--- config.mk ---
export PLATFORM = sky130hd
export DESIGN_NAME = mem_req_rsp
export DESIGN_NICKNAME = d
export VERILOG_FILES = /design/src/rtl/mem_pkg.sv /design/src/rtl/rsp_fifo.sv /design/src/rtl/mem_req_rsp.sv
export SDC_FILE = /design/constraint.sdc
export NUM_CORES = 1
export LEC_CHECK = 0
export CAP_MARGIN = 10
export CORE_AREA = 5 5 150 152
export CTS_BUF_LIST = sky130_fd_sc_hd__clkbuf_16
export DETAILED_ROUTE_END_ITERATION = 6
export DIE_AREA = 0 0 155 157
export PLACE_DENSITY = 0.72
export SETUP_SLACK_MARGIN = 0.3
export SYNTH_ARGS = -nofsm -noshare
export SYNTH_HDL_FRONTEND = slang
export SYNTH_SLANG_ARGS = --single-unit
export TNS_END_PERCENT = 10
--- constraint.sdc ---
create_clock -name clk -period 2.95 [get_ports clk]
set_clock_uncertainty 0.1 [all_clocks]
set_input_delay 0.59 -clock clk [delete_from_list [all_inputs] [get_ports clk]]
set_output_delay 0.59 -clock clk [all_outputs]
set_load 0.01 [all_outputs]
--- src/rtl/mem_pkg.sv ---
// Shared types and default widths for the request/response memory.
package mem_pkg;

    localparam int DEF_ADDR_WIDTH = 5;
    localparam int DEF_DATA_WIDTH = 8;
    localparam int DEF_READ_LAT   = 1;

    typedef enum logic [1:0] {OP_NOP, OP_READ, OP_WRITE, OP_CLEAR} mem_op_e;

    typedef enum logic {S_IDLE, S_CLEAR} state_e;

endpackage

--- src/rtl/rsp_fifo.sv ---
// In-order response buffer; head always shows the oldest stored entry.
module rsp_fifo #(
    parameter  int DATA_WIDTH = 8,
    parameter  int DEPTH      = 2,
    localparam int CW         = $clog2(DEPTH + 1),
    localparam int PW         = (DEPTH > 1) ? $clog2(DEPTH) : 1
) (
    input  logic                  clk,
    input  logic                  rst,
    input  logic                  push,
    input  logic [DATA_WIDTH-1:0] push_data,
    input  logic                  pop,
    output logic                  full,
    output logic                  empty,
    output logic [CW-1:0]         count,
    output logic [DATA_WIDTH-1:0] head
);

    localparam logic [PW-1:0] LAST_PTR = PW'(DEPTH - 1);

    logic [DATA_WIDTH-1:0] store [DEPTH];
    logic [PW-1:0]         wr_ptr;
    logic [PW-1:0]         rd_ptr;

    always_ff @(posedge clk) begin
        if (rst) begin
            wr_ptr <= '0;
            rd_ptr <= '0;
            count  <= '0;
        end else begin
            if (push) wr_ptr <= (wr_ptr == LAST_PTR) ? '0 : wr_ptr + 1'b1;
            if (pop)  rd_ptr <= (rd_ptr == LAST_PTR) ? '0 : rd_ptr + 1'b1;
            count <= count + CW'(push) - CW'(pop);
        end
    end

    always_ff @(posedge clk) begin
        if (push) store[wr_ptr] <= push_data;
    end

    assign head  = store[rd_ptr];
    assign empty = (count == '0);
    assign full  = (count == CW'(DEPTH));

endmodule

--- src/rtl/mem_req_rsp.sv ---
// Single-port memory with valid/ready request and response channels,
// pipelined reads, an in-order response buffer and a sequenced CLEAR.
module mem_req_rsp
    import mem_pkg::*;
#(
    parameter int ADDR_WIDTH = DEF_ADDR_WIDTH,
    parameter int DATA_WIDTH = DEF_DATA_WIDTH,
    parameter int DEPTH      = 2 ** ADDR_WIDTH,
    parameter int READ_LAT   = DEF_READ_LAT,
    parameter int RSP_DEPTH  = READ_LAT + 1
) (
    input  logic                  clk,
    input  logic                  rst,
    input  logic                  req_valid,
    output logic                  req_ready,
    input  mem_op_e               req_op,
    input  logic [ADDR_WIDTH-1:0] req_addr,
    input  logic [DATA_WIDTH-1:0] req_wdata,
    output logic                  rsp_valid,
    input  logic                  rsp_ready,
    output logic [DATA_WIDTH-1:0] rsp_data,
    output logic                  busy
);

    localparam int CW = $clog2(RSP_DEPTH + 1);
    localparam logic [ADDR_WIDTH:0]   DEPTH_W   = (ADDR_WIDTH + 1)'(DEPTH);
    localparam logic [ADDR_WIDTH-1:0] LAST_ADDR = ADDR_WIDTH'(DEPTH - 1);

    state_e                  state_q, state_d;
    logic [ADDR_WIDTH-1:0]   clr_addr_q;
    logic [DATA_WIDTH-1:0]   mem [DEPTH];
    logic [READ_LAT-1:0]     pipe_v;
    logic [DATA_WIDTH-1:0]   pipe_d [READ_LAT];
    logic [CW-1:0]           in_flight;
    logic [CW-1:0]           buf_count;
    logic                    buf_full, buf_empty, buf_push, buf_pop;
    logic [DATA_WIDTH-1:0]   buf_head;
    logic                    accept, addr_ok, rd_launch;
    logic [DATA_WIDTH-1:0]   rd_word;
    logic                    mem_we;
    logic [ADDR_WIDTH-1:0]   mem_wa;
    logic [DATA_WIDTH-1:0]   mem_wd;
    logic                    tail_v;
    logic [DATA_WIDTH-1:0]   tail_d;

    // Both channels: a transfer happens on a posedge where valid && ready;
    // the producer holds its payload stable until that edge.
    assign accept    = req_valid && req_ready;
    assign addr_ok   = ({1'b0, req_addr} < DEPTH_W);
    assign rd_launch = accept && (req_op == OP_READ);
    assign rd_word   = addr_ok ? mem[req_addr] : '0;

    always_comb begin
        in_flight = '0;
        for (int i = 0; i < READ_LAT; i++) in_flight = in_flight + CW'(pipe_v[i]);
    end

    // Every read in the pipe or the buffer holds a credit, so the buffer cannot overflow.
    always_comb begin
        req_ready = 1'b0;
        if (!rst && state_q == S_IDLE) begin
            case (req_op)
                OP_READ:  req_ready = (in_flight + buf_count) < CW'(RSP_DEPTH);
                OP_CLEAR: req_ready = (in_flight == '0) && (buf_count == '0);
                default:  req_ready = 1'b1;
            endcase
        end
    end

    always_comb begin
        state_d = state_q;
        case (state_q)
            S_IDLE:  if (accept && req_op == OP_CLEAR) state_d = S_CLEAR;
            S_CLEAR: if (clr_addr_q == LAST_ADDR) state_d = S_IDLE;
            default: state_d = S_IDLE;
        endcase
    end

    always_ff @(posedge clk) begin
        if (rst) begin
            state_q    <= S_IDLE;
            clr_addr_q <= '0;
        end else begin
            state_q    <= state_d;
            clr_addr_q <= (state_q == S_CLEAR) ? clr_addr_q + 1'b1 : '0;
        end
    end

    // The rst gate leaves the word under the clear pointer untouched on an abort.
    assign mem_we = !rst && ((state_q == S_CLEAR) ||
                             (accept && req_op == OP_WRITE && addr_ok));
    assign mem_wa = (state_q == S_CLEAR) ? clr_addr_q : req_addr;
    assign mem_wd = (state_q == S_CLEAR) ? '0 : req_wdata;

    always_ff @(posedge clk) begin
        if (mem_we) mem[mem_wa] <= mem_wd;
    end

    always_ff @(posedge clk) begin
        if (rst) begin
            pipe_v <= '0;
        end else begin
            pipe_v[0] <= rd_launch;
            for (int i = 1; i < READ_LAT; i++) pipe_v[i] <= pipe_v[i-1];
        end
    end

    always_ff @(posedge clk) begin
        pipe_d[0] <= rd_word;
        for (int i = 1; i < READ_LAT; i++) pipe_d[i] <= pipe_d[i-1];
    end

    assign tail_v = pipe_v[READ_LAT-1];
    assign tail_d = pipe_d[READ_LAT-1];

    // The tail bypasses the buffer only when nothing older is waiting and it is taken now.
    assign buf_pop  = !buf_empty && rsp_ready;
    assign buf_push = tail_v && !(buf_empty && rsp_ready) && !buf_full;

    rsp_fifo #(
        .DATA_WIDTH(DATA_WIDTH),
        .DEPTH     (RSP_DEPTH)
    ) u_rsp_fifo (
        .clk      (clk),
        .rst      (rst),
        .push     (buf_push),
        .push_data(tail_d),
        .pop      (buf_pop),
        .full     (buf_full),
        .empty    (buf_empty),
        .count    (buf_count),
        .head     (buf_head)
    );

    assign rsp_valid = !buf_empty || tail_v;
    assign rsp_data  = !buf_empty ? buf_head : (tail_v ? tail_d : '0);
    assign busy      = (state_q == S_CLEAR);

endmodule
**Placed cells, one colour a class**

Drawn at 2 px/um. Fill, decap, tap and diode cells in grey.
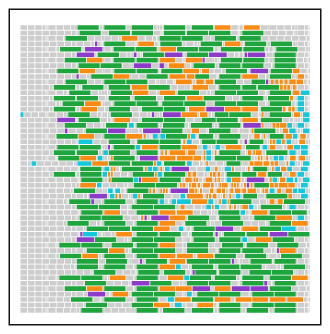
green -> registers  # cells 292
orange -> remaining logic cells  # cells 233
purple -> clock drivers and dummy loads  # cells 49
cyan -> remaining buffers and delay cells  # cells 90
total non-filler cell area in the finished layout: 13200 sq um
flop share of the area: 0.649
Core Box Area: 20900 sq um

**Clock nets**

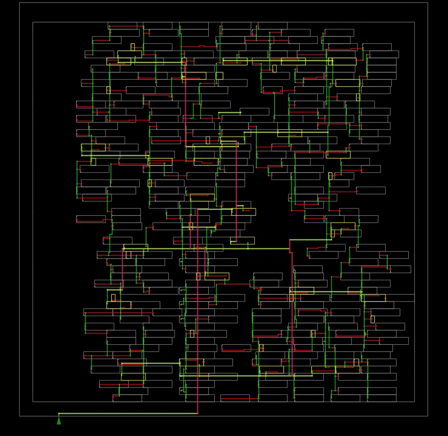
clock buffer count: 27
flip-flop and latch count: 292
reported clock group power: 3.02 mW
clock latency on the worst-skew pair: 0.52 ns

==> out/notes.md <==
The post-synthesis sequential element count was 292; the count of TritonRoute iterations in the first routing pass was 5. Summing over every cut layer, the via total after detailed routing is 5491. With the total instance count after detailed placement at 890, the transition at the pin with the smallest max-transition slack is 0.770 ns.

The launch instance of the worst min-delay path is pipe_d[0][5]$_DFF_P_. Per the post-synthesis report, the nets total 574. Nets still carrying antenna violations after routing amount to 0. The number of buffers added by the clock tree synthesis step is 27, and the fraction of the mapped netlist area in compound gates is 0.0111. The horizontal extent of the die is 155 um. The run gives 0 as the max-slew violation count. Summing every instance area after synthesis gives 11400 sq um. The routed design has 22.7 mm of wire. The cell count listed in synth_stat.txt is 551. TritonCTS built the clock tree. The number of clock sinks seen by CTS came out at 292.

The area fraction in full adders, half adders and majority gates is 0.00527. The mux contribution to synthesized area is 0.175. The xor-xnor portion of the synthesized cell area came out at 0.00461.

The tree is rooted in a clkbuf_16. After floorplanning, the die was sized to cover 24300 sq um. The period utilization is 0.910, and the total global routing overflow is 0. The detailed router finished its first iteration with 420 violations.

Number of DRC violations after detailed routing: 0. The run gives 0 for the max-cap violation count. The run finished with clean final reports. The logs give 3 for the maximum clock insertion buffer count and 2.26 ns for the required time of the critical path. The mean post-synth cell area is 20.7 sq um. The run gives 0 for the share of synthesized registers carrying an async set or reset. Number of port buffers: 29.

The simple-gate share of the synthesized area is 0.0380. Data arrives at the worst endpoint at 1.99 ns. After layout, the minimum clock period comes to 2.68 ns.

The via count of the first global-routing pass is 5781, and the total number of warnings across the stage logs is 29. The tools report the H-tree depth as 1. With the sequential share of the synthesized area at 0.752, the maximum number of pins on one net before global-route repair is 33. Per the summary, power density relative to cell area is 650 nW/um^2. The run gives 0.792 as the weighted congestion at the end of routability-driven global placement. At the end of the flow, the number of nets in the layout was 667. The critical path in this run is classified as register to primary output.

The number of setup buffers added after CTS is 0. Chip area estimate from yosys synthesis: 11400 sq um. According to the hold report, the worst path is of the register to register type. After layout, the design draws a total of 8.58 mW.

The clock transition at the registers of the reported paths is 0.06 ns. The first global-routing pass estimated 35.1 mm of wire. The initialized floorplan defines 53 standard-cell rows. From synthesis to final layout, the design area changed by 15.9%.

The finished layout holds 939 standard cells, fillers aside. Among all flip-flop cells after synthesis, the most frequent one is edfxtp_1. The tools report the number of antenna violations at the first check in global routing as 0.

From the final report, the count of setup violators was given as 0. The run gives 5.85 for the number of vias per cell. Counting the warning lines in the Yosys log gives 0. Standby leakage power: 4.31 nW.

Yosys mapped a number of flops with a built-in enable equal to 272. The run gives 0.193 as the total track usage. The die outline height works out to 157 um.

The repair_antennas step left the layout with diodes totalling 0. Launch point of the worst reg-to-reg path: busy$_SDFF_PP0_. Note, the detailed placer reported a final HPWL of 14.8 mm. The gate-level netlist out of Yosys references 36 unique cell types. Synthesis handed over a netlist of 551 instances. The worst setup path is launched from a register. The tools report the beginning of the critical path as u_rsp_fifo.count[1]$_SDFF_PP0_.

30 I/O pins were placed. The share of Yosys cell area claimed by the top area cell type is 0.717. Endpoint kind of the worst setup timing path: a primary output.

The routed wirelength normalized by instance count was 24.2 um. Yosys shows that the main logic family after synthesis is multiplexers. The tools report the maximum clock frequency as 0.373 GHz. The cell type that accounts for the most area after synthesis is edfxtp_1. The final hold violation count is 0, and the peak supply drop is 0.354 mV. The main area contributors are edfxtp_1 (72%), mux4_2 (16%), dfxtp_1 (3.5%).
**Local utilization**

Drawn at 2 px/um. 16 x 16 tiles, from black (low) to pale yellow (high), 0 to 100% covered.
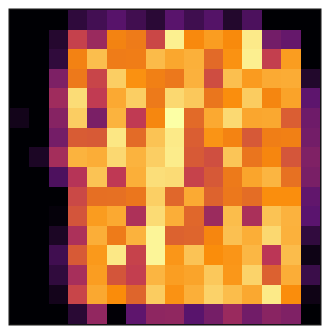
nearly empty tiles = 16%
tiles over 75% full = 37%
mean over tiles = 53%
densest ninth of the die = centre
fullest tile = 100%
initial standard-cell utilization of the core: 0.545
final core utilization: 0.632

-- per-layer routing --
layer / up-vias / wire [um] / GRT usage
li1: 2434 / - / -
met1: 2790 / 9430 / 0.273
met2: 232 / 10900 / 0.314
met3: 35 / 1720 / 0.0355
met4: 0 / 638 / 0.0547
met5: - / 0 / 0
-- critical path, cell delays in order (launching register included) --
cell and delay, ns:
dfxtp_1 0.37, nor2_1 0.12, buf_4 0.21, nand3_1 0.11, o21ai_1 0.11, clkdlybuf4s50_1 0.56
-- cells in the mapped netlist, types with 2 or more instances --
library cell and count:
ha_1 4, xnor2_1 4, mux2i_1 9, inv_1 6
nor2b_1 12, buf_1 3, inv_2 3, mux4_2 80
buf_2 4, dfxtp_1 20, nand2_1 14, nor3_1 2
buf_6 3, nor2_1 45, clkbuf_1 16, nand3_1 11
mux2_2 9, o21ai_1 13, xor2_1 2, or3_1 2
and3_1 2, edfxtp_1 272, o32ai_1 2
-- what timing repair did --
action / in CTS / in global routing
setup endpoints to repair: 10 / 9
pin swaps: 0 / 1
cloned: 0 / 0
hold buffers: 0 / 0
gates resized: 5 / 3
-- path summary, 6_finish.rpt --
kind / to / slack, ns / cells after the start
max reg2reg: mem[11][2]$_DFFE_PP_ / 0.73 / 5
max: rsp_data[4] / 0.27 / 5
min: u_rsp_fifo.store[0][5]$_DFFE_PP_ / 0.38 / 0
min reg2reg: u_rsp_fifo.store[0][5]$_DFFE_PP_ / 0.38 / 0
-- where the power goes --
part           internal [mW]  switching (mW)  total (mW)
registers               4.64          0.0664        4.71
logic                  0.403           0.456       0.859
clock network           1.65            1.37        3.02
total                   6.69            1.89        8.58
-- flip-flops by register name, indices dropped and copies added (netlist names), named ones only --
name,cells
u_rsp_fifo.rd_ptr,1
u_rsp_fifo.wr_ptr,1
busy,1
pipe_d,8
u_rsp_fifo.count,2
u_rsp_fifo.store,16
mem,256
clr_addr_q,5
pipe_v,1
-- stage by stage --
step | setup TNS (ns) | area (sq um) | hold WS (ns) | util | worst slack [ns]
6_report | 0 | 13200 | 0.384 | 0.632 | 0.266
5_1_grt | 0 | 13200 | 0.399 | 0.632 | 0.158
4_1_cts | 0 | 13200 | 0.378 | 0.632 | 0.171
3_5_place_dp | -0.187 | 12400 | 0.363 | 0.595 | -0.187
3_3_place_gp | -0.156 | 12400 | 0.345 | 0.595 | -0.156
2_1_floorplan | 0 | 11400 | 0.326 | - | 0.296
-- cell usage in the layout (no fill, tap or decap), drive strengths merged, types with 2 or more instances in the layout --
cell / netlist / layout
nor2: 45 / 45
clkbuf: 16 / 27
xnor2: 4 / 4
buf: 10 / 64
nor3: 2 / 2
nand2: 14 / 14
clkdlybuf4s50: 0 / 25
o32ai: 2 / 2
dfxtp: 20 / 20
inv: 9 / 16
o21ai: 13 / 13
ha: 4 / 4
and3: 2 / 2
nand3: 11 / 11
edfxtp: 272 / 272
or3: 2 / 2
mux2i: 9 / 9
xor2: 2 / 2
clkinv: 0 / 14
mux2: 9 / 9
mux4: 80 / 80
nor2b: 12 / 12
-- final cells by class --
type,instances,area [sq um]
flip-flops and latches,292,8570
fillers,1396,7680
multi-input cells,224,2690
repair buffers,90,801
clock buffers,27,676
well taps,275,344
clock inverters,22,91.3
inverters,9,33.8
Power is estimated from default activity; no workload was simulated.
